$ cat src/rtl/sha512_pre_arb.sv
// sha512_pre_arb: round-robin message-granular arbiter feeding one SHA-512 pre-processing engine.
// Define SHA512_PRE_ARB_STATS_EN to add the o_msg_cnt completed-message counter.
module sha512_pre_arb #(
  parameter int N_REQ = 4,
  parameter int W_M = 64,
  parameter int MAX_BEATS = 32,
  localparam int SW = $clog2(N_REQ),
  localparam int BW = $clog2(MAX_BEATS + 1)
) (
  input  logic               clk,
  input  logic               rst,
  input  logic [N_REQ-1:0]   i_v,
  input  logic [N_REQ-1:0]   i_e,
  input  logic [N_REQ*W_M-1:0] i_m,
  output logic [N_REQ-1:0]   i_r,
  output logic               o_v,
  output logic               o_e,
  output logic [W_M-1:0]     o_m,
  output logic [SW-1:0]      o_src,
  input  logic               o_w,
  output logic               o_err
`ifdef SHA512_PRE_ARB_STATS_EN
  , output logic [31:0]      o_msg_cnt
`endif
);
  typedef enum logic {IDLE, BUSY} state_t;
  state_t state_q, state_d;
  logic [SW-1:0] ptr_q, ptr_d, gnt_q, gnt_d, src_q, src_d, sel;
  logic [SW:0] idx;
  logic [BW-1:0] bcnt_q, bcnt_d;
  logic [W_M-1:0] m_q, m_d;
  logic v_q, v_d, e_q, e_d, err_q, err_d, rdy, acc, sat;
  // first requesting lane at or after ptr, wrapping modulo N_REQ
  always_comb begin
    sel = ptr_q;
    idx = '0;
    for (int k = N_REQ - 1; k >= 0; k--) begin
      idx = {1'b0, ptr_q} + (SW + 1)'(k);
      if (idx >= (SW + 1)'(N_REQ)) idx = idx - (SW + 1)'(N_REQ);
      if (i_v[idx[SW-1:0]]) sel = idx[SW-1:0];
    end
  end
  assign rdy = (state_q == BUSY) & (~v_q | ~o_w);
  assign acc = rdy & i_v[gnt_q];
  assign sat = bcnt_q == BW'(MAX_BEATS);
  assign i_r = rdy ? N_REQ'(1) << gnt_q : '0;
  always_comb begin
    state_d = state_q;
    ptr_d = ptr_q;
    gnt_d = gnt_q;
    bcnt_d = bcnt_q;
    err_d = err_q;
    v_d = acc | (v_q & o_w);
    e_d = acc ? i_e[gnt_q] : e_q;
    m_d = acc ? i_m[gnt_q*W_M +: W_M] : m_q;
    src_d = acc ? gnt_q : src_q;
    if (state_q == IDLE) begin
      if (|i_v) begin
        gnt_d = sel;
        bcnt_d = '0;
        state_d = BUSY;
      end
    end else if (acc) begin
      bcnt_d = sat ? bcnt_q : bcnt_q + 1'b1;
      err_d = err_q | (sat & ~i_e[gnt_q]);
      if (i_e[gnt_q]) begin
        ptr_d = (gnt_q == SW'(N_REQ - 1)) ? '0 : gnt_q + 1'b1;
        state_d = IDLE;
      end
    end
  end
  always_ff @(posedge clk or posedge rst) begin
    if (rst) begin
      state_q <= IDLE;
      ptr_q <= '0;
      gnt_q <= '0;
      bcnt_q <= '0;
      v_q <= 1'b0;
      e_q <= 1'b0;
      m_q <= '0;
      src_q <= '0;
      err_q <= 1'b0;
    end else begin
      state_q <= state_d;
      ptr_q <= ptr_d;
      gnt_q <= gnt_d;
      bcnt_q <= bcnt_d;
      v_q <= v_d;
      e_q <= e_d;
      m_q <= m_d;
      src_q <= src_d;
      err_q <= err_d;
    end
  end
  assign o_v = v_q;
  assign o_e = e_q;
  assign o_m = m_q;
  assign o_src = src_q;
  assign o_err = err_q;
`ifdef SHA512_PRE_ARB_STATS_EN
  logic [31:0] msg_cnt_q;
  always_ff @(posedge clk or posedge rst) begin
    if (rst) msg_cnt_q <= '0;
    else if (acc & i_e[gnt_q]) msg_cnt_q <= msg_cnt_q + 32'd1;
  end
  assign o_msg_cnt = msg_cnt_q;
`endif
endmodule
$ cat config.mk
export PLATFORM = sky130hd
export DESIGN_NAME = sha512_pre_arb
export DESIGN_NICKNAME = d
export VERILOG_FILES = /design/src/rtl/sha512_pre_arb.sv
export SDC_FILE = /design/constraint.sdc
export NUM_CORES = 1
export LEC_CHECK = 0
export CAP_MARGIN = 20
export CELL_PAD_IN_SITES_DETAIL_PLACEMENT = 0
export CELL_PAD_IN_SITES_GLOBAL_PLACEMENT = 1
export CORE_AREA = 3 3 154 118
export CTS_BUF_LIST = sky130_fd_sc_hd__clkbuf_2 sky130_fd_sc_hd__clkbuf_4 sky130_fd_sc_hd__clkbuf_8
export CTS_CLUSTER_SIZE = 40
export DETAILED_ROUTE_END_ITERATION = 6
export DIE_AREA = 0 0 157 121
export PLACE_DENSITY_LB_ADDON = 0.1
export SETUP_SLACK_MARGIN = 0.15
export SLEW_MARGIN = 10
export SYNTH_ARGS = -nofsm -noshare
export SYNTH_HDL_FRONTEND = slang
export SYNTH_SLANG_ARGS = --single-unit
$ cat constraint.sdc
create_clock -name clk -period 6.7 [get_ports clk]
set_clock_uncertainty 0.2 [all_clocks]
set_input_delay 0.67 -clock clk [delete_from_list [all_inputs] [get_ports clk]]
set_output_delay 0.67 -clock clk [all_outputs]
set_load 0.01 [all_outputs]
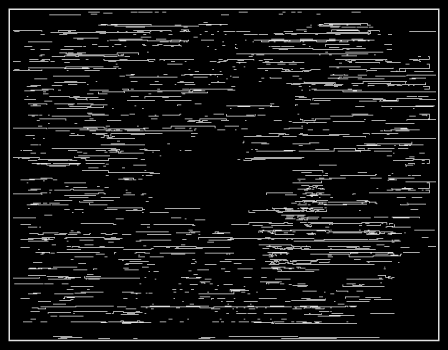
Fig. 1. Signal wires on met1 (run 1).
nets with wire on the layer: 767
share of all routed wire: 36%
longest straight run: 48.3 um
wire length on this layer: 6,000 um
main direction: horizontal
detailed-route via count: 4,069
wire length after detailed routing: 16.9 mm
met1 capacity usage during global routing: 0.196

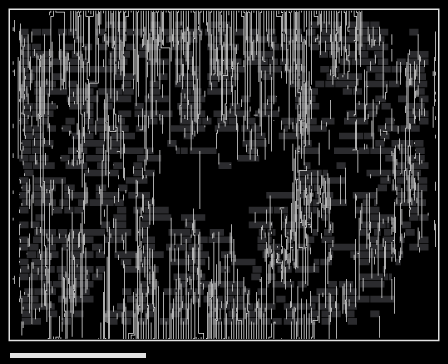
Fig. 2. Metal 2 (run 1).
Bar = 50 um. Cells faint in the background.
main direction: vertical
longest straight run: 56.6 um
share of all routed wire: 54%

==> PnR_summary.wiki, run 1 <==
== Run summary ==
{| class="wikitable"
! Metric !! Value
|-
| Worst VDD drop || 0.210 mV
|-
| Most common logic cells in the final layout || sky130_fd_sc_hd__clkdlybuf4s50_1, sky130_fd_sc_hd__dfrtp_1, sky130_fd_sc_hd__mux4_2, sky130_fd_sc_hd__mux2_2, sky130_fd_sc_hd__nand2_1
|-
| Worst hold slack || 272 ps
|-
| Dominant class by area || buffers
|-
| Buffers excl. clock || 342
|-
| Final Hold Violation Tally || 0
|-
| Storage element area || 0.00201 mm^2
|-
| Average cell area after synthesis || 15.6 um^2
|-
| Library cell with the highest instance count after synthesis || sky130_fd_sc_hd__dfrtp_1
|-
| Number of setup violations in the final report || 0
|-
| Clock-pin slew on the worst setup and hold paths || 80 ps
|-
| Port Buffers || 339
|-
| Overall die height || 121 um
|-
| Iteration tally of the first detailed-router pass || 4
|-
| Critical path buffer and inverter count || 2
|-
| Post-synthesis instance area || 0.00484 mm^2
|-
| Min-Delay Startpoint || o_err
|-
| Maximum clock insertion buffer count || 2
|-
| Number of design-rule violations left by the first detailed-router iteration || 111
|-
| Syn Nets || 583
|-
| Critical path capture point || i_r[0]
|-
| Count of yosys warnings during synthesis || 0
|-
| Sequential area share after synthesis || 0.414
|-
| Proportion of register bits with asynchronous set or reset after synthesis || 1.00
|-
| Worst hold path endpoint || o_err
|-
| Dominant flop cell || sky130_fd_sc_hd__dfrtp_1
|-
| Period utilisation layout || 0.501
|-
| Vias in the first global route || 4,540
|-
| Final tally of max-slew violations || 0
|-
| Uppermost layer routed || met4
|-
| Cell type with the highest aggregate area in the netlist || sky130_fd_sc_hd__dfrtp_1
|-
| Clock tree from TritonCTS || built
|-
| Synth Instances || 310
|-
| Cell area after layout || 0.00861 mm^2
|-
| Worst Max-Slew Pin Slew || 990 ps
|-
| Fraction of power consumed by the clock network || 0.116
|-
| Met2 wire len || 9.16 mm
|-
| Power per standard cell area || 367 mW/mm^2
|-
| Area of the multi-input gates || 0.00267 mm^2
|-
| Number of signal-net inverters in the final layout || 9
|-
| Switching power share of the total || 0.338
|-
| Global route overflow || 0
|-
| Placement Rows || 41
|-
| Setup Total Neg Slack || 0 ps
|-
| Internal || 2.09 mW
|-
| Final total power || 3.16 mW
|-
| I/O pin cnt || 340
|-
| Count of clock-net buffers in the final layout || 12
|-
| Sequential share of cell area || 0.233
|-
| Synthesis-to-finish area growth || 78.0%
|-
| Largest delay share family, worst path || flip-flops
|-
| Part of the total power dissipated in combinational logic || 0.573
|-
| Num Clock Sinks || 80
|-
| Number of OpenROAD warnings || 30
|-
| Wl on met1 || 6.00 mm
|-
| R2R Setup Slk || 3440 ps
|-
| Met2 Track Usage GR || 0.313
|-
| Reg-to-reg critical path startpoint || gnt_q[1]
|-
| Die Width || 157 um
|-
| CP Launch Type || flop
|-
| EDFF count, synth || 0
|-
| Combinational share of cell area || 0.310
|-
| Setup repair after global routing missed its margin || no
|-
| Pre-CTS setup slack || 3250 ps
|-
| Most used standard cells in the synthesized netlist || sky130_fd_sc_hd__dfrtp_1, sky130_fd_sc_hd__mux4_2, sky130_fd_sc_hd__mux2_2
|-
| Fraction of layout instances using a drive strength above 1 || 0.244
|-
| Flops after synth || 80
|-
| Portion of total power attributed to sequential cells || 0.311
|-
| Worst-Skew Late Latency || 360 ps
|-
| Drt drc || 0
|-
| Clock root buffer master || sky130_fd_sc_hd__clkbuf_8
|-
| Launch point of the worst path || gnt_q[1]
|-
| Max Clk Rate || 298 MHz
|-
| Post-layout net count || 911
|-
| Pin count of the biggest net entering global routing || 81
|-
| DP HPWL || 13.5 mm
|-
| Max FFs per register || 64
|-
| GPL Wtd Cong || 0.717
|-
| DP Area || 0.00839 mm^2
|-
| Routed met3 length || 1.47 mm
|-
| Number of cell instances on the worst register-to-register path || 4
|-
| Number of fillers in the final layout || 1,454
|-
| Number of placed instances, taps included || 841
|-
| Max capacitance violation total || 0
|-
| Number of cells on the critical path || 4
|-
| Result of the run || finished clean
|-
| CP Capture Type || output pin
|-
| Data arrival time of the critical path || 2490 ps
|-
| CP max stage delay || 1080 ps
|-
| Worst hold path stage count || 2
|}
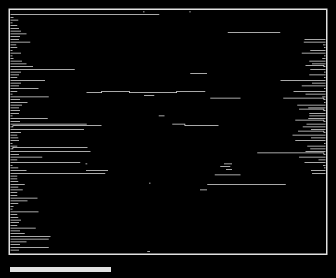
Fig. 3. Met3 routing (run 1).
Bar = 50 um.
nets with wire on the layer: 147
longest straight run: 73.6 um
wire length on this layer: 1,470 um
share of all routed wire: 8.7%
routing usage on met3: 0.0638

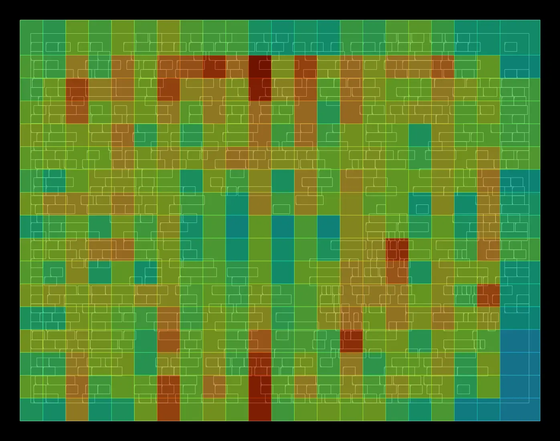
Fig. 4. Congestion heat map (run 1).
global routing usage summed across all routing layers: 0.174
Post-Route Utilization: 0.513
most utilized layer in the global route result: met2

-- run 1: power by group through the flow --
stage	sequential [mW]	combinational [mW]	clock (mW)
floorplan	0.952	1.06	0
global placement	0.990	1.83	0
detailed placement	1.00	1.84	0
CTS	0.994	1.85	0.384
global route	1.04	1.94	0.405
finish	0.982	1.81	0.367
-- run 1: cell families (layout without fill, tap and decap cells) --
group / after synthesis / count (layout) / share of synthesized area
xor+xnor: 1 / 1 / 0.00181
flops: 80 / 80 / 0.414
buf+inv: 34 / 367 / 0.0357
simple gates: 34 / 34 / 0.0352
mux: 133 / 133 / 0.468
fa+ha+maj: 6 / 6 / 0.0155
compound gates: 22 / 22 / 0.0297
## Run 2: what changed since run 1
--- a/config.mk
+++ b/config.mk
@@ -8,11 +8,11 @@
 export CAP_MARGIN = 20
 export CELL_PAD_IN_SITES_DETAIL_PLACEMENT = 0
 export CELL_PAD_IN_SITES_GLOBAL_PLACEMENT = 1
-export CORE_AREA = 3 3 154 118
+export CORE_AREA = 3 3 159 122
 export CTS_BUF_LIST = sky130_fd_sc_hd__clkbuf_2 sky130_fd_sc_hd__clkbuf_4 sky130_fd_sc_hd__clkbuf_8
 export CTS_CLUSTER_SIZE = 40
 export DETAILED_ROUTE_END_ITERATION = 6
-export DIE_AREA = 0 0 157 121
+export DIE_AREA = 0 0 162 125
 export PLACE_DENSITY_LB_ADDON = 0.1
 export SETUP_SLACK_MARGIN = 0.15
 export SLEW_MARGIN = 10
==> constraint.sdc (replaced) <==
create_clock -name clk -period 3.4 [get_ports clk]
set_clock_uncertainty 0.2 [all_clocks]
set_input_delay 0.34 -clock clk [delete_from_list [all_inputs] [get_ports clk]]
set_output_delay 0.34 -clock clk [all_outputs]
set_load 0.01 [all_outputs]
==> run 2 against run 1 <==
Net effect:
- non-clock buffer count up 5
- largest cell class unchanged
- register-to-register slack worse by 2300 ps
- largest power group unchanged
- highest routed layer is now met5
- via count up 2.1%
- combinational power up 110%
- core utilization down 2.3 points
- clock power up 98%
- synthesized cell count unchanged
- final area up 1.1%
- hold slack worse by 43 ps
==> PnR_summary.wiki, run 2 <==
== Run summary ==
{| class="wikitable"
! Metric !! Value
|-
| Pre-CTS setup slack || 784 ps (-2470 ps)
|-
| Internal || 4.19 mW (+100%)
|-
| Number of setup violations in the final report || 0 (unchanged)
|-
| Compound Share, Synth || 0.0297 (unchanged)
|-
| CP max stage delay || 570 ps (-510 ps)
|-
| Worst-Skew Late Latency || 350 ps (about the same)
|-
| Power Sequential || 1.74 mW (+77%)
|-
| Vias in the first global route || 4,782 (+5.3%)
|-
| Global route overflow || 0 (unchanged)
|-
| Data arrival time of the critical path || 2110 ps (-380 ps)
|-
| Worst hold slack || 229 ps (-42.9 ps)
|-
| Met1 capacity usage during global routing || 0.184 (-0.0129)
|-
| Synthesis-to-finish area growth || 80.0%
|-
| Most common logic cells in the final layout || sky130_fd_sc_hd__clkdlybuf4s50_1, sky130_fd_sc_hd__dfrtp_1, sky130_fd_sc_hd__mux4_2, sky130_fd_sc_hd__mux2_2, sky130_fd_sc_hd__nand2_1
|-
| GPL Wtd Cong || 0.793 (+11%)
|-
| Average cell area after synthesis || 15.6 um^2 (unchanged)
|-
| Iteration tally of the first detailed-router pass || 4 (unchanged)
|-
| Library cell with the highest instance count after synthesis || sky130_fd_sc_hd__dfrtp_1
|-
| Wire length after detailed routing || 17.5 mm (+4.0%)
|-
| Placement Rows || 42 (+2.4%)
|-
| I/O pin cnt || 340 (unchanged)
|-
| Sequential area share after synthesis || 0.414 (unchanged)
|-
| Worst Max-Slew Pin Slew || 777 ps (-213 ps)
|-
| Post-synthesis instance area || 0.00484 mm^2 (unchanged)
|-
| Die Width || 162 um (+3.2%)
|-
| Most utilized layer in the global route result || met2
|-
| Period utilisation layout || 0.779
|-
| Combinational share of cell area || 0.306 (-0.00347)
|-
| DP Area || 0.00850 mm^2 (+1.4%)
|-
| Clock root buffer master || sky130_fd_sc_hd__clkbuf_8
|-
| Sequential share of cell area || 0.231 (-0.00261)
|-
| Pin count of the biggest net entering global routing || 44 (-46%)
|-
| Power per standard cell area || 727 mW/mm^2 (+98%)
|-
| Most used standard cells in the synthesized netlist || sky130_fd_sc_hd__dfrtp_1, sky130_fd_sc_hd__mux4_2, sky130_fd_sc_hd__mux2_2
|-
| Proportion of register bits with asynchronous set or reset after synthesis || 1.00 (unchanged)
|-
| Detailed-route via count || 4,155 (+2.1%)
|-
| Number of signal-net inverters in the final layout || 9 (unchanged)
|-
| Clock-pin slew on the worst setup and hold paths || 80 ps (about the same)
|-
| Result of the run || finished clean
|-
| Final Hold Violation Tally || 0 (unchanged)
|-
| Storage element area || 0.00201 mm^2 (unchanged)
|-
| Syn Nets || 583 (unchanged)
|-
| CP Capture Type || output pin
|-
| Worst VDD drop || 0.372 mV (+77%)
|-
| Max FFs per register || 64 (unchanged)
|-
| Overall die height || 125 um (+3.3%)
|-
| Simple Share, Synth || 0.0352 (unchanged)
|-
| Number of fillers in the final layout || 1,596 (+9.8%)
|-
| Clock tree from TritonCTS || built
|-
| Number of placed instances, taps included || 874 (+3.9%)
|-
| Dominant class by area || buffers
|-
| Maximum clock insertion buffer count || 2 (unchanged)
|}
[run 2: cell count changes in the layout (fill, tap and decap cells not counted), sizes merged]
cell	before	now
clkinv	4	2
buf	3	8
clkinvlp	0	2
[run 2: how the worst max path moves through the flow]
stage	depth (start not counted)	endpoint	start
final	4	i_r[3]	gnt_q[0]
after global routing	4	i_r[3]	gnt_q[0]
after global placement	6	bcnt_q[2]	i_v[3]
after floorplan	1	bcnt_q[0]	rst
after detailed placement	6	bcnt_q[2]	i_v[1]
after CTS	4	i_r[3]	gnt_q[0]
[run 2: worst max-delay path, delay by kind of cell (launching register included)]
family	cells	cell delay, ps
and+or+nand+nor	1	120
adders and majority gates	1	210
buffers and inverters	2	870
DFF	1	550
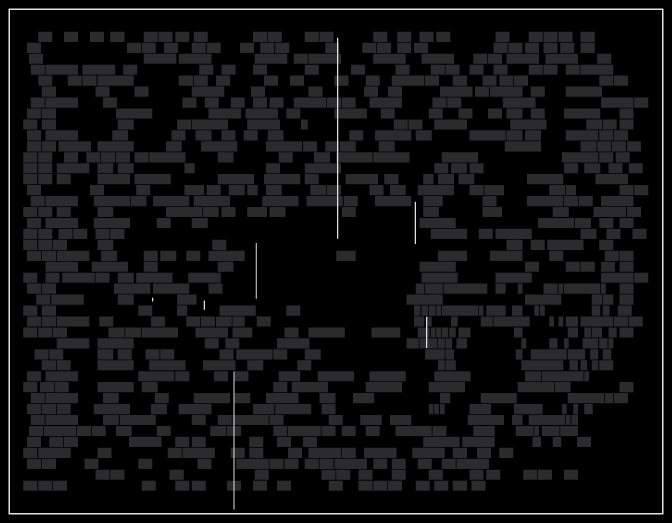
Fig. 5. Signal wires on met4 (run 2).
Cells faint in the background.
nets with wire on the layer: 4
longest straight run: 49.6 um
main direction: vertical
share of all routed wire: 0.67%

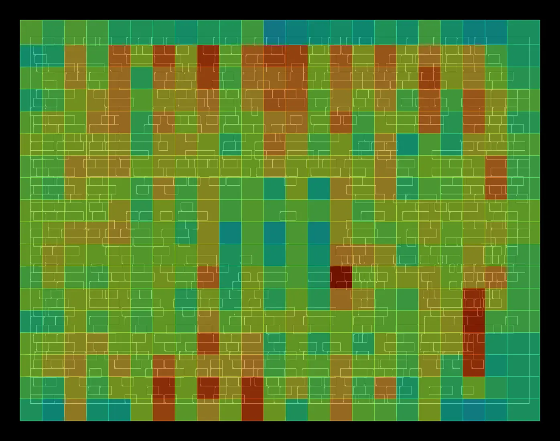
Fig. 6. Congestion heat map (run 2).
global routing usage summed across all routing layers: 0.174
WL/cell: 19.7 um
Post-Route Utilization: 0.490
routing usage on met3: 0.0575

## Run 3: what changed since run 2
--- a/config.mk
+++ b/config.mk
@@ -8,11 +8,11 @@
 export CAP_MARGIN = 20
 export CELL_PAD_IN_SITES_DETAIL_PLACEMENT = 0
 export CELL_PAD_IN_SITES_GLOBAL_PLACEMENT = 1
-export CORE_AREA = 3 3 159 122
+export CORE_AREA = 3 3 168 129
 export CTS_BUF_LIST = sky130_fd_sc_hd__clkbuf_2 sky130_fd_sc_hd__clkbuf_4 sky130_fd_sc_hd__clkbuf_8
 export CTS_CLUSTER_SIZE = 40
 export DETAILED_ROUTE_END_ITERATION = 6
-export DIE_AREA = 0 0 162 125
+export DIE_AREA = 0 0 171 132
 export PLACE_DENSITY_LB_ADDON = 0.1
 export SETUP_SLACK_MARGIN = 0.15
 export SLEW_MARGIN = 10
==> constraint.sdc (replaced) <==
create_clock -name clk -period 2.3 [get_ports clk]
set_clock_uncertainty 0.2 [all_clocks]
set_input_delay 0.23 -clock clk [delete_from_list [all_inputs] [get_ports clk]]
set_output_delay 0.23 -clock clk [all_outputs]
set_load 0.01 [all_outputs]
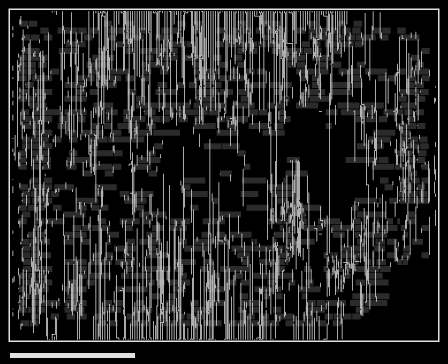
Fig. 7. Metal 2 (run 3).
Bar = 50 um. Cells faint in the background.
nets with wire on the layer: 880
share of all routed wire: 53%

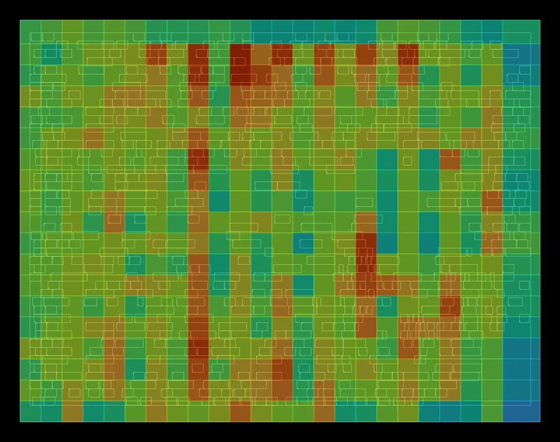
Fig. 8. Congestion heat map (run 3).
WL/cell: 20.3 um
routing usage on met3: 0.0513
Post-Route Utilization: 0.456
global routing usage summed across all routing layers: 0.157
met2 Track Usage GR: 0.288

==> run 3 against run 2 <==
Net effect:
- first-iteration DRC count grew 6.5%
- global-route usage shrank 1.7 points
- via count grew 3.8%
- flip-flop count stayed put
- clock power up 44%
- sequential power grew 45%
- core utilization down 3.4 points
- largest cell class unchanged
==> PnR_summary.wiki, run 3 <==
== Run summary ==
{| class="wikitable"
! Metric !! Value
|-
| Result of the run || finished clean
|-
| Met1 capacity usage during global routing || 0.176 (-0.00797)
|-
| Simple Share, Synth || 0.0352 (unchanged)
|-
| Internal || 6.79 mW (+62%)
|-
| GPL Wtd Cong || 0.799 (+0.74%)
|-
| Number of OpenROAD warnings || 33
|-
| Clock-pin slew on the worst setup and hold paths || 80 ps (about the same)
|-
| Net Sw Power || 3.48 mW
|-
| Number of nets with antenna violations after routing || 0
|-
| Portion of netlist area occupied by mux cells || 0.468
|-
| Area of the placeable core || 0.0202 mm^2
|-
| Global route overflow || 0 (unchanged)
|-
| Max Clk Rate || 452 MHz
|-
| Worst VDD drop || 0.349 mV (-6.3%)
|-
| Number of fillers in the final layout || 1,849 (+16%)
|-
| Final total power || 10.3 mW
|-
| EDFF count, synth || 0
|-
| I/O pin cnt || 340 (unchanged)
|-
| Compound Share, Synth || 0.0297 (unchanged)
|-
| Worst-Skew Late Latency || 360 ps (about the same)
|-
| DR vias/cell || 4.61
|-
| Port Buffers || 339
|-
| Worst Max-Slew Pin Slew || 568 ps (-210 ps)
|-
| Clock tree from TritonCTS || built
|-
| Most utilized layer in the global route result || met2
|-
| Worst min-delay path category || in -> reg
|-
| Vias in the first global route || 4,637 (-3.0%)
|-
| Dominant flop cell || sky130_fd_sc_hd__dfrtp_1
|-
| Iteration tally of the first detailed-router pass || 4 (unchanged)
|-
| Setup Total Neg Slack || 0 ps
|-
| Worst hold path stage count || 3
|-
| Count of hold buffers inserted by post-cts repair || 1
|-
| End of the worst register-to-register path || o_m[32]
|-
| Worst hold path endpoint || o_v
|-
| DP Area || 0.00863 mm^2 (+1.5%)
|-
| Final Hold Violation Tally || 0 (unchanged)
|-
| Uppermost layer routed || met5
|-
| Number of cell instances on the worst register-to-register path || 6
|-
| Dominant combinational family || multiplexers
|-
| Main area contributors after synthesis || sky130_fd_sc_hd__dfrtp_1, sky130_fd_sc_hd__mux4_2, sky130_fd_sc_hd__mux2_2, sky130_fd_sc_hd__mux2_4, sky130_fd_sc_hd__ha_1
|-
| Syn Nets || 583 (unchanged)
|-
| Reg-to-reg critical path startpoint || gnt_q[1]
|-
| Most common cell on crit path || sky130_fd_sc_hd__buf_12
|-
| Portion of total power attributed to sequential cells || 0.246
|-
| Library cell with the highest instance count after synthesis || sky130_fd_sc_hd__dfrtp_1
|-
| Wire length after detailed routing || 19.0 mm (+8.4%)
|-
| Number of resized instances in the post-cts repair step || 4
|-
| Clock root buffer master || sky130_fd_sc_hd__clkbuf_8
|-
| Adder and majority cell fraction of the synthesized area || 0.0155
|-
| Most used standard cells in the synthesized netlist || sky130_fd_sc_hd__dfrtp_1, sky130_fd_sc_hd__mux4_2, sky130_fd_sc_hd__mux2_2
|-
| Initial Utilization || 0.240
|-
| Die Width || 171 um (+5.6%)
|-
| Period utilisation layout || 0.962
|-
| Power Sequential || 2.52 mW (+45%)
|-
| Pre-CTS setup slack || 47.0 ps (-737 ps)
|-
| Number of antenna violations at the first check in global routing || 1
|-
| Setup repair after global routing missed its margin || yes
|-
| Fraction of layout instances using a drive strength above 1 || 0.286
|-
| Critical path capture point || o_m[32]
|-
| Cells along the critical path || buf_12 -> mux4_2 -> and2_4 -> buf_12 -> clkbuf_16 -> mux2_4
|-
| Data arrival time of the critical path || 2270 ps (+160 ps)
|-
| Power per standard cell area || 1120 mW/mm^2 (+54%)
|-
| Crit path max fanout || 9
|-
| Proportion of register bits with asynchronous set or reset after synthesis || 1.00 (unchanged)
|-
| Flops after synth || 80
|-
| Average cell area after synthesis || 15.6 um^2 (unchanged)
|-
| Number of setup violations in the final report || 0 (unchanged)
|-
| Final Worst Setup Slack || 87.5 ps
|-
| Maximum clock insertion buffer count || 2 (unchanged)
|-
| Pin count of the biggest net entering global routing || 53 (+20%)
|-
| Crit Path Category || reg -> reg
|-
| Post-synthesis instance area || 0.00484 mm^2 (unchanged)
|-
| Most common logic cells in the final layout || sky130_fd_sc_hd__clkdlybuf4s50_1, sky130_fd_sc_hd__dfrtp_1, sky130_fd_sc_hd__mux4_2, sky130_fd_sc_hd__mux2_2, sky130_fd_sc_hd__buf_4
|-
| Worst hold slack || 231 ps (+1.93 ps)
|-
| Synthesis-to-finish area growth || 90.1%
|-
| Switching power share of the total || 0.338
|-
| Placement Rows || 45 (+7.1%)
|-
| Overall die height || 132 um (+5.6%)
|-
| Number of placed instances, taps included || 899 (+2.9%)
|-
| Slowest stage cell on the critical path || sky130_fd_sc_hd__dfrtp_4
|-
| Detailed-route via count || 4,312 (+3.8%)
|-
| CP max stage delay || 510 ps (-60 ps)
|-
| Top cell excl fill/tap || sky130_fd_sc_hd__clkdlybuf4s50_1
|-
| Die Outline Area || 0.0226 mm^2
|-
| Pwr top || combinational logic
|-
| Final tally of max-slew violations || 0
|-
| Sequential area share after synthesis || 0.414 (unchanged)
|-
| CP Capture Type || flop
|-
| Launch point of the worst path || gnt_q[1]
|-
| Max FFs per register || 64 (unchanged)
|}
## run 3: area by class of cell
| cell class | count | area, um^2 | share of cell area |
|---|---|---|---|
| Multi-Input combinational cell | 197 | 2700 | 0.293 |
| Tap cell | 258 | 323 | 0.0351 |
| Antenna cell | 1 | 2.50 | 0.000272 |
| Inverter | 9 | 37.5 | 0.00408 |
| Timing Repair Buffer | 374 | 3940 | 0.428 |
| Sequential cell | 80 | 2010 | 0.218 |
| Clock buffer | 10 | 131 | 0.0143 |
| Clock inverter | 6 | 60.1 | 0.00653 |
## run 3: worst max-delay path, delay by kind of cell (launching register included)
kind,cells,cell delay [ps]
and+or+nand+nor,1,180
DFF,1,510
muxes,2,740
buffers and inverters,3,460
Power figures rest on the tool's default switching activity, not on a simulated workload.
